$ cat src/rtl/i2c_slave_multi.sv
// I2C register-access slave serving NUM_DEV consecutive device addresses.
// It exposes CSR read/write strobes and stretches SCL while read data is fetched.
module i2c_slave_multi #(
  parameter logic [6:0] I2C_ADDRESS = 7'h4a,
  parameter int         NUM_DEV     = 2,
  parameter int         IDX_WIDTH   = 5
) (
  input  logic                 clk,
  input  logic                 rst,
  input  logic                 sda,
  output logic                 sda_out,
  input  logic                 scl,
  output logic                 scl_out,
  output logic [1:0]           csr_dev,
  output logic [IDX_WIDTH-1:0] csr_a,
  output logic                 csr_re,
  input  logic                 csr_rdy,
  input  logic [7:0]           csr_di,
  output logic                 csr_we,
  output logic [7:0]           csr_do
);

  typedef enum logic [2:0] {
    ST_IDLE     = 3'd0,
    ST_DEV_ADDR = 3'd1,
    ST_IDX_PTR  = 3'd2,
    ST_WRITE    = 3'd3,
    ST_FETCH    = 3'd4,
    ST_READ     = 3'd5
  } state_t;

  localparam logic [6:0]           DEV_LIMIT = 7'(NUM_DEV);
  localparam logic [IDX_WIDTH-1:0] IDX_ONE   = IDX_WIDTH'(1'b1);

  state_t state_r, state_nxt_s;
  logic [1:0] sda_sync_r, scl_sync_r;
  logic sda_d_r, scl_d_r, sda_s, scl_s;
  logic start_s, stop_s, capture_s, update_s, ack_bit_s;
  logic [3:0] cnt_r;
  logic [7:0] rx_r, tx_r, fetch_data_s;
  logic [6:0] addr_off_s;
  logic addr_hit_s, rdy_s, have_r, upd_r;
  logic sda_out_r, scl_out_r, csr_re_r, csr_we_r;
  logic [1:0] csr_dev_r;
  logic [IDX_WIDTH-1:0] csr_a_r;
  logic [7:0] csr_do_r;
  logic sda_nxt_s, scl_nxt_s, re_nxt_s, we_nxt_s;
  logic idx_load_s, a_inc_s, dev_load_s, tx_load_s, tx_shift_s;
  logic fetch_init_s, have_set_s, upd_set_s;

  assign sda_s     = sda_sync_r[1];
  assign scl_s     = scl_sync_r[1];
  assign start_s   = scl_s & scl_d_r & sda_d_r & ~sda_s;
  assign stop_s    = scl_s & scl_d_r & ~sda_d_r & sda_s;
  assign capture_s = scl_s & ~scl_d_r;
  assign update_s  = ~scl_s & scl_d_r;
  assign ack_bit_s = capture_s && (cnt_r == 4'd8);

  assign addr_off_s   = rx_r[7:1] - I2C_ADDRESS;
  assign addr_hit_s   = addr_off_s < DEV_LIMIT;
  // Read data is only trusted from the cycle after the request strobe.
  assign rdy_s        = csr_rdy & ~csr_re_r;
  assign fetch_data_s = have_r ? tx_r : csr_di;

  assign sda_out = sda_out_r;
  assign scl_out = scl_out_r;
  assign csr_dev = csr_dev_r;
  assign csr_a   = csr_a_r;
  assign csr_re  = csr_re_r;
  assign csr_we  = csr_we_r;
  assign csr_do  = csr_do_r;

  // Bus line synchronisers and previous-value registers for edge detection
  always_ff @(posedge clk or negedge rst) begin
    if (!rst) begin
      sda_sync_r <= 2'b11;
      scl_sync_r <= 2'b11;
      sda_d_r    <= 1'b1;
      scl_d_r    <= 1'b1;
    end else begin
      sda_sync_r <= {sda_sync_r[0], sda};
      scl_sync_r <= {scl_sync_r[0], scl};
      sda_d_r    <= sda_sync_r[1];
      scl_d_r    <= scl_sync_r[1];
    end
  end

  // Protocol state register
  always_ff @(posedge clk or negedge rst) begin
    if (!rst) begin
      state_r <= ST_IDLE;
    end else begin
      state_r <= state_nxt_s;
    end
  end

  // Next-state and per-cycle actions; start/stop override everything
  always_comb begin
    state_nxt_s  = state_r;
    sda_nxt_s    = sda_out_r;
    scl_nxt_s    = scl_out_r;
    re_nxt_s     = 1'b0;
    we_nxt_s     = 1'b0;
    idx_load_s   = 1'b0;
    a_inc_s      = 1'b0;
    dev_load_s   = 1'b0;
    tx_load_s    = 1'b0;
    tx_shift_s   = 1'b0;
    fetch_init_s = 1'b0;
    have_set_s   = 1'b0;
    upd_set_s    = 1'b0;
    if (start_s) begin
      state_nxt_s = ST_DEV_ADDR;
      sda_nxt_s   = 1'b1;
      scl_nxt_s   = 1'b1;
    end else if (stop_s) begin
      state_nxt_s = ST_IDLE;
      sda_nxt_s   = 1'b1;
      scl_nxt_s   = 1'b1;
    end else begin
      case (state_r)
        ST_IDLE: begin
          sda_nxt_s = 1'b1;
          scl_nxt_s = 1'b1;
        end
        ST_DEV_ADDR: begin
          if (update_s) begin
            sda_nxt_s = ~((cnt_r == 4'd8) & addr_hit_s);
          end else begin
            sda_nxt_s = sda_out_r;
          end
          if (ack_bit_s) begin
            dev_load_s = addr_hit_s;
            if (!addr_hit_s) begin
              state_nxt_s = ST_IDLE;
            end else if (rx_r[0]) begin
              state_nxt_s  = ST_FETCH;
              re_nxt_s     = 1'b1;
              fetch_init_s = 1'b1;
            end else begin
              state_nxt_s = ST_IDX_PTR;
            end
          end else begin
            state_nxt_s = state_r;
          end
        end
        ST_IDX_PTR, ST_WRITE: begin
          if (update_s) begin
            sda_nxt_s = (cnt_r != 4'd8);
          end else begin
            sda_nxt_s = sda_out_r;
          end
          if (ack_bit_s) begin
            idx_load_s  = (state_r == ST_IDX_PTR);
            we_nxt_s    = (state_r == ST_WRITE);
            state_nxt_s = ST_WRITE;
          end else begin
            state_nxt_s = state_r;
          end
        end
        ST_FETCH: begin
          // upd_r: the update edge has passed without data, so SCL is being held
          if (upd_r) begin
            if (rdy_s) begin
              sda_nxt_s   = csr_di[7];
              scl_nxt_s   = 1'b1;
              tx_load_s   = 1'b1;
              state_nxt_s = ST_READ;
            end else begin
              scl_nxt_s = 1'b0;
            end
          end else if (update_s) begin
            if (have_r || rdy_s) begin
              sda_nxt_s   = fetch_data_s[7];
              tx_load_s   = 1'b1;
              state_nxt_s = ST_READ;
            end else begin
              sda_nxt_s = 1'b1;
              scl_nxt_s = 1'b0;
              upd_set_s = 1'b1;
            end
          end else if (rdy_s && !have_r) begin
            tx_load_s  = 1'b1;
            have_set_s = 1'b1;
          end else begin
            state_nxt_s = state_r;
          end
        end
        ST_READ: begin
          if (update_s) begin
            if (cnt_r == 4'd8) begin
              sda_nxt_s = 1'b1;
            end else begin
              sda_nxt_s  = tx_r[6];
              tx_shift_s = 1'b1;
            end
          end else begin
            sda_nxt_s = sda_out_r;
          end
          if (ack_bit_s) begin
            if (!sda_s) begin
              a_inc_s      = 1'b1;
              re_nxt_s     = 1'b1;
              fetch_init_s = 1'b1;
              state_nxt_s  = ST_FETCH;
            end else begin
              state_nxt_s = ST_IDLE;
            end
          end else begin
            state_nxt_s = state_r;
          end
        end
        default: begin
          state_nxt_s = ST_IDLE;
          sda_nxt_s   = 1'b1;
          scl_nxt_s   = 1'b1;
        end
      endcase
    end
  end

  // Bit counter, shifters, fetch bookkeeping, line drives and CSR outputs
  always_ff @(posedge clk or negedge rst) begin
    if (!rst) begin
      cnt_r     <= 4'd0;
      rx_r      <= 8'hff;
      tx_r      <= 8'hff;
      have_r    <= 1'b0;
      upd_r     <= 1'b0;
      sda_out_r <= 1'b1;
      scl_out_r <= 1'b1;
      csr_re_r  <= 1'b0;
      csr_we_r  <= 1'b0;
      csr_dev_r <= 2'd0;
      csr_a_r   <= {IDX_WIDTH{1'b0}};
      csr_do_r  <= 8'd0;
    end else begin
      if (start_s) begin
        cnt_r <= 4'd0;
      end else if (capture_s) begin
        cnt_r <= (cnt_r == 4'd8) ? 4'd0 : cnt_r + 4'd1;
      end
      if (capture_s && (cnt_r != 4'd8)) begin
        rx_r <= {rx_r[6:0], sda_s};
      end
      if (tx_load_s) begin
        tx_r <= fetch_data_s;
      end else if (tx_shift_s) begin
        tx_r <= {tx_r[6:0], 1'b0};
      end
      if (fetch_init_s) begin
        have_r <= 1'b0;
        upd_r  <= 1'b0;
      end else begin
        if (have_set_s) have_r <= 1'b1;
        if (upd_set_s)  upd_r  <= 1'b1;
      end
      sda_out_r <= sda_nxt_s;
      scl_out_r <= scl_nxt_s;
      csr_re_r  <= re_nxt_s;
      csr_we_r  <= we_nxt_s;
      if (we_nxt_s)   csr_do_r  <= rx_r;
      if (dev_load_s) csr_dev_r <= addr_off_s[1:0];
      // Write strobes advance the index on the cycle after the strobe
      if (idx_load_s) begin
        csr_a_r <= rx_r[IDX_WIDTH-1:0];
      end else if (a_inc_s || csr_we_r) begin
        csr_a_r <= csr_a_r + IDX_ONE;
      end
    end
  end

endmodule

$ cat config.mk
export PLATFORM = sky130hd
export DESIGN_NAME = i2c_slave_multi
export DESIGN_NICKNAME = d
export VERILOG_FILES = /design/src/rtl/i2c_slave_multi.sv
export SDC_FILE = /design/constraint.sdc
export NUM_CORES = 1
export LEC_CHECK = 0
export CORE_ASPECT_RATIO = 0.6
export CORE_MARGIN = 3
export CORE_UTILIZATION = 45
export CTS_BUF_LIST = sky130_fd_sc_hd__clkbuf_8
export DETAILED_ROUTE_END_ITERATION = 16
export PLACE_DENSITY = 0.69
export SYNTH_ARGS = -nofsm -noshare
export SYNTH_HDL_FRONTEND = slang
export SYNTH_SLANG_ARGS = --single-unit
export TNS_END_PERCENT = 50
$ cat constraint.sdc
create_clock -name clk -period 2.4 [get_ports clk]
set_input_delay 0.48 -clock clk [delete_from_list [all_inputs] [get_ports clk]]
set_output_delay 0.48 -clock clk [all_outputs]
set_load 0.03 [all_outputs]
Figure 1. Wire density map.
Drawn at 4 px/micron. 20 x 13 tiles, from white (low) to dark blue (high), scaled to the fullest tile. Values are wire area over tile area, all layers added.
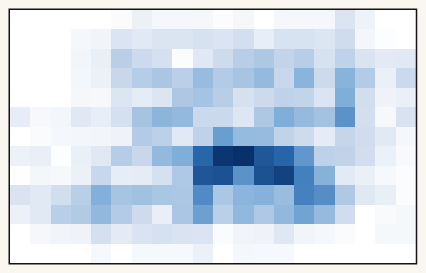
tiles over half the peak: 7.3%
mean over tiles: 0.12
nearly empty tiles: 16%
drt total wl: 4.91 mm
Tot GR Track Use: 0.164
wire per inst: 15.5 microns
Via Count: 1,728

Figure 2. Routing congestion.
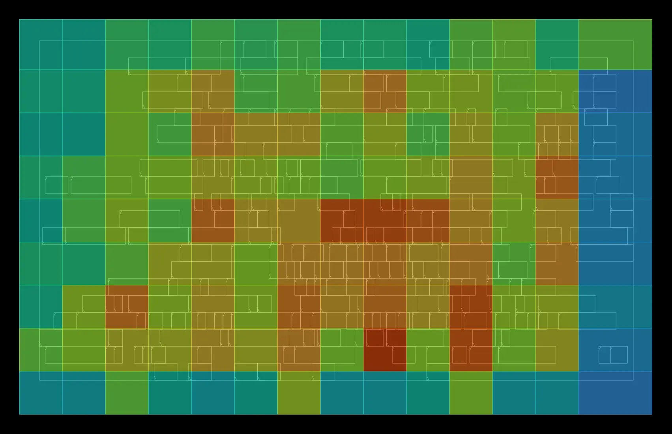
met1 usage: 0.277
busiest grt layer: met1
fin util: 0.565

==> GITHUB_STEP_SUMMARY <==
## Synthesis and layout report

| Metric | Value |
|---|---|
| Vias in the first global route | `~1.6k` |
| Num CTS Buffers | `5` |
| Most frequent logic cell in the layout | `clkdlybuf4s50_1` |
| Top Metal Used | `met4` |
| Status | `complete, no violations` |
| Worst reg-to-reg setup slack | `about 0.39 ns` |
| CTS tree | `yes` |
| Register Area | `1280 sq um` |
| Cts hold-fix bufs | `0` |
| Final #Nets | `266` |
| Largest net degree at the start of global routing | `~51` |
| Vias per cell | `5.45` |
| P per Cell Area | `800 nW/um^2` |
| Clock Tree Root | `clkbuf_8` |
| Finish-stage setup viols | `0` |
| Post-synth EDFFs | `0` |
| Leak Pwr | `between 1 and 1.5 nW` |
| Peak VDD IR | `0.000406 V` |
| GP Congestion | `0.875` |
| CP cell instances | `nor3b_2, o211ai_2, nand2_1, nor2_1, nor2_1` |
| Synth Area in Adders | `0.0153` |
| Slew Limit Fails | `0` |
| Post-Syn Area | `roughly 2500 sq um` |
| CP startpoint | `state_r[2]` |
| Setup CP Type | `reg2reg` |
| Clock Latency Late Sink | `0.30 ns` |
| Number of logic gates | `about 160` |
| WP data required | `2.64 ns` |
| Top cells excl fill/tap | `clkdlybuf4s50_1, nor2_1, dfrtp_1` |
| DR WL met3 | `roughly 310 microns` |
| Yosys warning tally | `0` |
| Yosys xor share | `0.0209` |
| Final period util | `0.837` |
| Inverters | `5` |
| # Post-CTS Setup Buffers | `0` |
| Layout area overhead | `18.9%` |
| Die extent in y | `63.3 microns` |
| RSZ-0062 raised after global routing | `false` |
| Highest cell delay on the worst timing path | `0.69 ns` |
| Placed cell count | `309` |
| Critical path endpoint | `tx_r[1]` |
| Core area | `just over 5000 sq um` |
| Worst r2r dst | `tx_r[1]` |
| Post-route clock skew | `0.00906 ns` |
| Post-synth regs | `about 50` |
| Sequential fraction of design power | `0.551` |
| Worst Path Max Fanout | `19` |
| Switching part of the total | `0.304` |
| HPWL after DPL | `roughly 3.5 mm` |
| Power Total | `0.00234 W` |
| Rel. slew slack | `0.590` |
| Comb power | `0.000478 W` |
| Initial antenna violation count | `0` |
| Share of cells above drive strength 1 | `0.251` |
| Row cnt | `20` |
| Pre-CTS setup slack | `0.252 ns` |
| Yosys cell count | `~220` |
| Clk slew on worst S/H paths | `0.09 ns` |
| Hold Violations, Final | `0` |
| Buffering overhead | `0.109` |
| Area occupied by multi-input gates | `1120 sq um` |
| R2R depth | `5` |
| Main flop type | `dfrtp_1` |
| Seq. pwr | `roughly 0.0013 W` |
| Peak Freq | `roughly 500 MHz` |
| Max-Cap Viols | `0` |
| Main logic family | `simple AND/OR/NAND/NOR gates` |
| Mapped Nets | `234` |
| Slowest stage cell, crit path | `dfrtp_1` |
| ClkCell Share | `0.0364` |
| Final ANT Viol Nets | `0` |
| CP dominant cell by count | `nor2_1` |
| Diode count | `0` |
| Clk pwr | `roughly 0.00057 W` |
| RR Startpoint | `state_r[2]` |
| 1st-pass router iterations | `4` |
| Net switching power figure | `between 0.0007 and 0.0008 W` |
| Worst Tran Pin Value | `0.616 ns` |
| Tap cells | `66` |
| Sequential cell area share | `0.438` |
| Die width | `101 microns` |
| Type of destination of the critical path | `flip-flop` |
| Min-delay worst type | `in2async` |
| Ports | `32` |
| Log Warnings | `27` |
| Seq share, synth | `0.521` |
| Largest type area fraction | `0.264` |
| # port buffers | `31` |
| H-tree depth | `2` |
| Remaining global-route overflow | `0` |
| Fin crit period | `2.01 ns` |
| Post-DP Area | `~2800 sq um` |
| Syn avg cell area | `11.3 sq um` |
| Top class by area | `registers` |
| # DRC | `0` |
| Met3 Usage GRT | `0.0398` |
| Die Area | `6420 sq um` |
| Data arrival, critical path | `2.25 ns` |
| Ys async rst share | `1.00` |
| DRT iter0 DRCs | `about 130` |
| Highest-power group | `registers` |
| GR Layer Usage met2 | `0.195` |
| Basic Gates by Area | `0.173` |
| CTS Buffer Depth | `2` |
| Fill count | `446` |
| Yosys aoi share | `0.136` |
| CP Launch Type | `flip-flop` |
| Top area cell types | `dfrtp_1, dfstp_2, mux2_4` |
| Mux cell area share | `0.108` |
| Post-cts gate resize count | `0` |
| Hold_ws | `about 0.26 ns` |
| Sink Count | `roughly 50` |
| Synth area leader | `dfrtp_1` |
| Multi-input combinational area share | `0.382` |
| Post-route setup TNS | `0 ns` |
| Floorplan core density | `0.475` |
| Yosys stat area | `2460 sq um` |
| Routed length on met1 | `2.68 mm` |
| Final instance area | `2930 sq um` |
| Gate Count Post-Synth | `218` |
| Flops | `~50` |
| WL met2 | `1.89 mm` |
| Worst Slack Setup Final | `just under 0.4 ns` |
| Cell Type Count | `about 50` |
| Cell Count, Final, Fillers Out | `317` |
-- cells in the mapped netlist, types with 2 or more instances --
cell type,instances
dfrtp_1,26
inv_1,5
buf_2,5
o21ai_1,8
mux2_4,11
nand3_1,4
o311a_1,2
mux2_2,7
nand4_1,2
a21oi_1,6
and2_1,2
a31oi_1,3
nor2_1,27
clkbuf_1,2
dfstp_2,24
ha_1,3
and2b_1,2
and3_1,3
nand2b_1,7
o22ai_1,8
nor2b_1,3
o21ai_0,9
a211oi_2,2
nor4b_1,2
nand2_1,14
nand3b_1,2
nor3_1,2
o211ai_1,2
xor2_1,3
o32ai_1,2
-- worst max-delay path, delay by kind of cell, from the launching register on --
family / cells / cell delay (ns)
and+or+nand+nor: 4 / 0.92
DFF: 1 / 0.69
AOI/OAI and AO/OA: 1 / 0.32
Power and IR drop assume default switching activity.
